<file path="config.mk">
export PLATFORM = sky130hd
export DESIGN_NAME = mem_bist_master_flat
export DESIGN_NICKNAME = d
export VERILOG_FILES = /design/src/rtl/mem_bist_if.sv /design/src/rtl/mem_bist_master.sv /design/src/flat_wrapper.sv
export SDC_FILE = /design/constraint.sdc
export NUM_CORES = 1
export LEC_CHECK = 0
export CAP_MARGIN = 20
export CELL_PAD_IN_SITES_DETAIL_PLACEMENT = 0
export CELL_PAD_IN_SITES_GLOBAL_PLACEMENT = 1
export CORE_ASPECT_RATIO = 0.8
export CORE_MARGIN = 2
export CORE_UTILIZATION = 36
export DETAILED_ROUTE_END_ITERATION = 10
export PLACE_DENSITY_LB_ADDON = 0.1
export SLEW_MARGIN = 20
export SYNTH_ARGS = -nofsm -noshare
export SYNTH_HDL_FRONTEND = slang
export SYNTH_SLANG_ARGS = --single-unit
</file>
<file path="constraint.sdc">
create_clock -name clk -period 1.7 [get_ports clk]
set_clock_uncertainty 0.15 [all_clocks]
set_input_delay 0.34 -clock clk [delete_from_list [all_inputs] [get_ports clk]]
set_output_delay 0.34 -clock clk [all_outputs]
set_load 0.01 [all_outputs]
</file>
<file path="src/rtl/mem_bist_if.sv">
// Single-port memory bus between the BIST master and the memory.
//   r_w   : 1 = write, 0 = read (master -> mem)
//   addr  : word address         (master -> mem)
//   wr_d  : write data           (master -> mem)
//   rd_d  : read data, valid the cycle after mem samples a read (mem -> master)
interface mem_bist_if #(
   parameter int ADDR_W = 4,
   parameter int DATA_W = 8
);
   logic              r_w;
   logic [ADDR_W-1:0] addr;
   logic [DATA_W-1:0] wr_d;
   logic [DATA_W-1:0] rd_d;

   modport master (output r_w, addr, wr_d, input rd_d);
   modport slave  (input r_w, addr, wr_d, output rd_d);
endinterface

</file>
<file path="src/rtl/mem_bist_master.sv">
// Built-in self-test master: runs a 4-phase march over the whole memory
// (write P, read/check P, write ~P, read/check ~P) and reports the result.
// Ports:
//   clk, rst_n : clock, synchronous active-low reset
//   start      : request a run (sampled only in IDLE)
//   pattern    : base pattern, captured when start is accepted
//   bus        : memory bus (master modport)
//   busy       : run in progress
//   done       : one-cycle pulse at end of run
//   pass       : last run had no mismatches (held until next start)
//   err_cnt    : saturating mismatch count of last run
//   err_addr   : address of first mismatch of last run (0 if none)
module mem_bist_master #(
   parameter int ADDR_W = 4,
   parameter int DATA_W = 8,
   parameter int ERR_W  = 8
) (
   input  logic              clk,
   input  logic              rst_n,
   input  logic              start,
   input  logic [DATA_W-1:0] pattern,
   mem_bist_if.master        bus,
   output logic              busy,
   output logic              done,
   output logic              pass,
   output logic [ERR_W-1:0]  err_cnt,
   output logic [ADDR_W-1:0] err_addr
);
   typedef enum logic [2:0] {IDLE, WR0, RD0, WR1, RD1, DRAIN, DONE} state_t;

   state_t                   state;
   logic [DATA_W-1:0]        pat;
   logic                     drain_cnt;
   // Stage 0 is loaded when a read address is presented, stage 1 one edge
   // later; rd_d is then compared against stage 1 on the following edge.
   logic [1:0]               vld_pipe;
   logic [1:0][DATA_W-1:0]   exp_pipe;
   logic [1:0][ADDR_W-1:0]   adr_pipe;

   logic                     last;
   logic [ADDR_W-1:0]        addr_inc;
   logic                     mismatch;

   assign last     = &bus.addr;
   assign addr_inc = bus.addr + ADDR_W'(1);
   assign mismatch = vld_pipe[1] && (bus.rd_d != exp_pipe[1]);

   always_ff @(posedge clk) begin
      if (!rst_n) begin
         state     <= IDLE;
         bus.r_w   <= 1'b0;
         bus.addr  <= '0;
         bus.wr_d  <= '0;
         busy      <= 1'b0;
         done      <= 1'b0;
         pass      <= 1'b0;
         err_cnt   <= '0;
         err_addr  <= '0;
         pat       <= '0;
         drain_cnt <= 1'b0;
         vld_pipe  <= '0;
         exp_pipe  <= '0;
         adr_pipe  <= '0;
      end else begin
         done        <= 1'b0;
         vld_pipe    <= {vld_pipe[0], 1'b0};
         exp_pipe[1] <= exp_pipe[0];
         adr_pipe[1] <= adr_pipe[0];

         // Counter only ever grows within a run, so zero means first mismatch.
         if (mismatch) begin
            if (err_cnt != '1) err_cnt <= err_cnt + ERR_W'(1);
            if (err_cnt == '0) err_addr <= adr_pipe[1];
         end

         case (state)
            IDLE: begin
               if (start) begin
                  state    <= WR0;
                  pat      <= pattern;
                  bus.r_w  <= 1'b1;
                  bus.addr <= '0;
                  bus.wr_d <= pattern;
                  busy     <= 1'b1;
                  pass     <= 1'b0;
                  err_cnt  <= '0;
                  err_addr <= '0;
               end
            end
            WR0: begin
               bus.addr <= last ? '0 : addr_inc;
               if (last) begin
                  state       <= RD0;
                  bus.r_w     <= 1'b0;
                  bus.wr_d    <= '0;
                  vld_pipe[0] <= 1'b1;
                  exp_pipe[0] <= pat;
                  adr_pipe[0] <= '0;
               end
            end
            RD0: begin
               bus.addr <= last ? '0 : addr_inc;
               if (last) begin
                  state    <= WR1;
                  bus.r_w  <= 1'b1;
                  bus.wr_d <= ~pat;
               end else begin
                  vld_pipe[0] <= 1'b1;
                  exp_pipe[0] <= pat;
                  adr_pipe[0] <= addr_inc;
               end
            end
            WR1: begin
               bus.addr <= last ? '0 : addr_inc;
               if (last) begin
                  state       <= RD1;
                  bus.r_w     <= 1'b0;
                  bus.wr_d    <= '0;
                  vld_pipe[0] <= 1'b1;
                  exp_pipe[0] <= ~pat;
                  adr_pipe[0] <= '0;
               end
            end
            RD1: begin
               bus.addr <= last ? '0 : addr_inc;
               if (last) begin
                  state     <= DRAIN;
                  drain_cnt <= 1'b0;
               end else begin
                  vld_pipe[0] <= 1'b1;
                  exp_pipe[0] <= ~pat;
                  adr_pipe[0] <= addr_inc;
               end
            end
            DRAIN: begin
               // Two idle read cycles let the last two RD1 compares retire
               // before pass is decided.
               if (!drain_cnt) begin
                  drain_cnt <= 1'b1;
               end else begin
                  state <= DONE;
                  done  <= 1'b1;
                  busy  <= 1'b0;
                  pass  <= (err_cnt == '0);
               end
            end
            DONE:    state <= IDLE;
            default: state <= IDLE;
         endcase
      end
   end
endmodule

</file>
<file path="src/flat_wrapper.sv">
// flat-port wrapper written by rule: the top's interface ports become plain ports
module mem_bist_master_flat 
#(
   parameter int ADDR_W = 4,
   parameter int DATA_W = 8,
   parameter int ERR_W  = 8
)
  (clk, rst_n, start, pattern, busy, done, pass, err_cnt, err_addr, bus_r_w, bus_addr, bus_wr_d, bus_rd_d);
  mem_bist_if #(.ADDR_W(ADDR_W), .DATA_W(DATA_W)) bus_i ();
  input  logic clk;
  input  logic rst_n;
  input  logic start;
  input  logic [DATA_W-1:0] pattern;
  output logic busy;
  output logic done;
  output logic pass;
  output logic [ERR_W-1:0] err_cnt;
  output logic [ADDR_W-1:0] err_addr;
  output wire logic [$bits(bus_i.r_w)-1:0] bus_r_w;
  output wire logic [$bits(bus_i.addr)-1:0] bus_addr;
  output wire logic [$bits(bus_i.wr_d)-1:0] bus_wr_d;
  input wire logic [$bits(bus_i.rd_d)-1:0] bus_rd_d;
  assign bus_r_w = bus_i.r_w;
  assign bus_addr = bus_i.addr;
  assign bus_wr_d = bus_i.wr_d;
  assign bus_i.rd_d = bus_rd_d;
  mem_bist_master #(.ADDR_W(ADDR_W), .DATA_W(DATA_W), .ERR_W(ERR_W)) u_core (.clk(clk), .rst_n(rst_n), .start(start), .pattern(pattern), .bus(bus_i), .busy(busy), .done(done), .pass(pass), .err_cnt(err_cnt), .err_addr(err_addr));
endmodule
</file>
==> images/clock_wires.png <==
The bar under the picture is 20 um long.
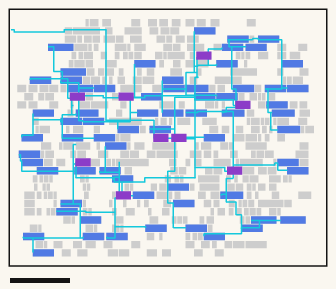
clock wires -> cyan  # length 965 um
flip-flops -> blue  # count 66
clock-net drivers -> purple  # count 9
flops lie = widely spread
routed clock nets = 10

==> images/placed.png <==
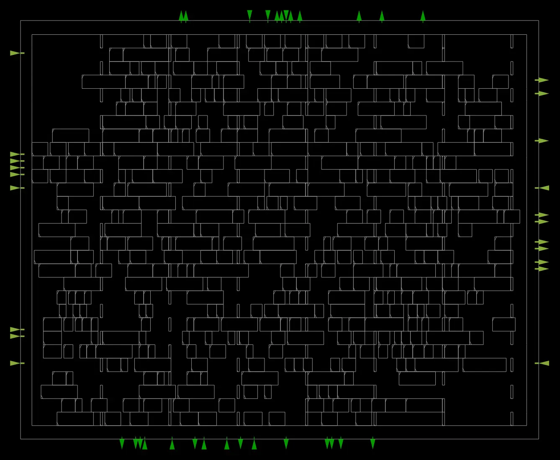
Core ar.: 7874 um2
sequential share of cell area: 31.40%

==> images/m3.png <==
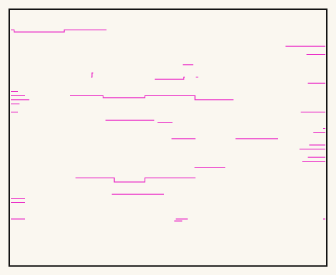
nets with wire on the layer = 29
longest straight run = 17.0 um
WL final: 7647 um
vias post-DR: 2627
met3 Resource Use GR: 5.357%

==> images/util_map.png <==
The die is cut into 10 by 8 equal tiles; white is low, dark blue is high, 0 to 100% covered.
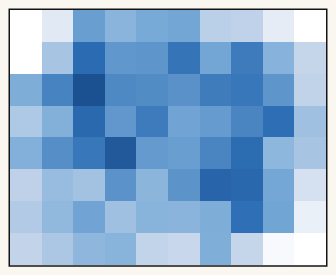
densest ninth of the die = centre
mean over tiles = 47%
fullest tile = 87%
tiles over 75% full = 8.7%
nearly empty tiles = 5.0%

==> images/pinout.png <==
Pins as bars across the die edge, other pins in grey.
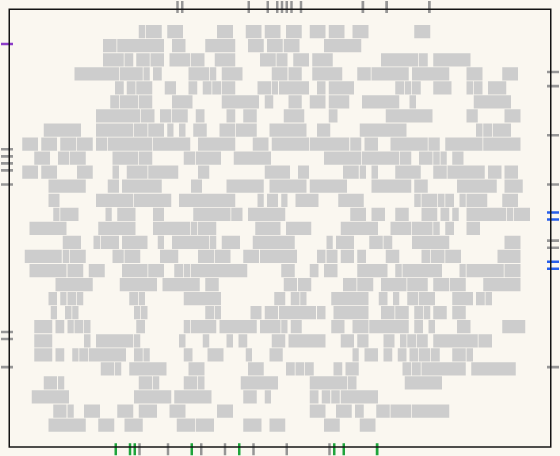
`bus_addr` -> blue  # pins 4, direction output, edge right
`clk` -> purple  # pins 1, direction input, edge left
`bus_wr_d` -> green  # pins 8, direction output, edge bottom
all pins by edge = 15 bottom, 12 top, 11 right, 9 left

==> impl_metrics.ini <==
; physical design summary
[hold_path]
whs_path_depth = 1
hold_path.class = flip-flop to flip-flop
min_from = u_core.vld_pipe[0]

[cts]
clkTransAtPathRegs_ps = 80
cts_root_buf = clkbuf_8
cts_max_level = 3
clk-insertion-delay-late_ps = 350
numClockSinks = 66
postCtsSetupRepairBufs = 2
clockBufferDepth = 2
cts-resized-gates = 46
cts_buffers = 9
cts_hold_buf = 0
cts_tree = built

[layout]
nonClkBufAreaFrac_pct = 21.49
seq_cells = 66
top_register = u_core.exp_pipe
finalNonFillerCells = 533
n_antenna_cell = 0
largestClassByArea = combinational gates
finish.instance_area_um2 = 4292
final_cell_mix = dfxtp_1, buf_4, dlygate4sd2_1
num-multi-input-gates = 238
clkCellAreaFrac_pct = 5.102
final_util_pct = 54.51
regArea_um2 = 1348
largest_register_ff_count = 16
fin_nets = 442
drive_above_1_share_pct = 29.41
clockBufferCount = 11
sh_comb_area_pct = 38.34
inv_count = 6
lay_top_count = dfxtp_1
fillers = 771
area_delta_synth_final_pct = 47.40

[die]
dieHeight_um = 84.44
io_pins = 47
num_rows = 29
fp-utilization_pct = 36.98
tap_cells = 108
fp.dieW_um = 104.5

[synthesis]
synthTopCellsByCount = dfxtp_1, nor2_1, nand2_1
ys_cells = 323
synth_area_leader_cell = dfxtp_1
yosys.area_share.simple_pct = 23.94
edf_count = 0
fp_nets = 345
fa_ha_area_share_pct = 1.289
synth_cell_types = 51
top_logic_kind = simple AND/OR/NAND/NOR gates
ys_seq_share_pct = 45.38
flop_cell = dfxtp_1
synthCells = 323
async_flop_share_pct = 0
topCellsByArea = dfxtp_1, a21oi_1, nor2_1
ys_sh_aoi_pct = 16.42
yosys_area_um2 = 2912
avgSynthCellArea_um2 = 9.014
top_cell_area_share_pct = 45.38
synthMuxAreaShare_pct = 3.868
yosysWarningCount = 0
ys.flops = 66
synth_area_um2 = 2912

[power_and_ir_drop]
peakVddDrop_v = 0.0005588
comb_cell_power_mw = 0.421
power_leakage_nw = 1.816
p_comb_share_pct = 12.0
top_power_group = sequential cells
totalPowerFinal_mw = 3.521
power_density_nw_per_um2 = 820.3
p_int_mw = 2.660
swShare_pct = 24.44
pwr-share-clk_pct = 42.0

[drt]
dr_wl_met3_um = 314
drt_pre_antenna_iters = 4
met2_length_um = 3562
via_per_inst = 4.929
drtIter0Drc = 58
final_antenna_net_count = 0
highest_layer = met4
drc_errors = 0

[place]
port_buffers = 46
dp_cells = 504
gp_congestion = 0.7741
dpl_worst_slack_ps = -493.5
postPlaceCellArea_um2 = 3835

[critical_path]
rr_startpoint = u_core.err_cnt[4]
critPathRequiredTime_ps = 1830
r2r_slack_ps = -50
path_buffers = 1
cp.arrival_ps = 1870
end_kind = flip-flop
crit_end = u_core.err_cnt[3]
worstSetupStartpointType = flip-flop
r2r_end = u_core.err_cnt[3]
crit_chain = buf_4, and3_4, and3_4, or4_4, a21oi_2
cp.depth = 5
worstRegToRegCells = 5
crit_start = u_core.err_cnt[4]
path_delay_family = simple AND/OR/NAND/NOR gates
slowest_stage = or4_4

[global_routing]
use_met2_pct = 26.68
grt_overflow_total = 0
top_usage_layer = met2
grt_pass1_wl_um = 11960
track_usage_pct = 17.21

[sta]
timing.hold.ws_ps = 274.9
fin_setup_tns_ps = -62.31
setup_viol = 3
tightest_slew_ps = 320.8
finalCritPeriodShare_pct = 102.9
hold_viol_final = 0
fmax_ghz = 0.5718
rsz0062_at_grt = true
setup_slack_ps = -48.92

[status]
outcome = finished with violations
violations = negative setup slack

[job]
maxCapViolations = 0
tool_warnings = 29
No activity file was given, so power comes from the tool's default toggle rates.
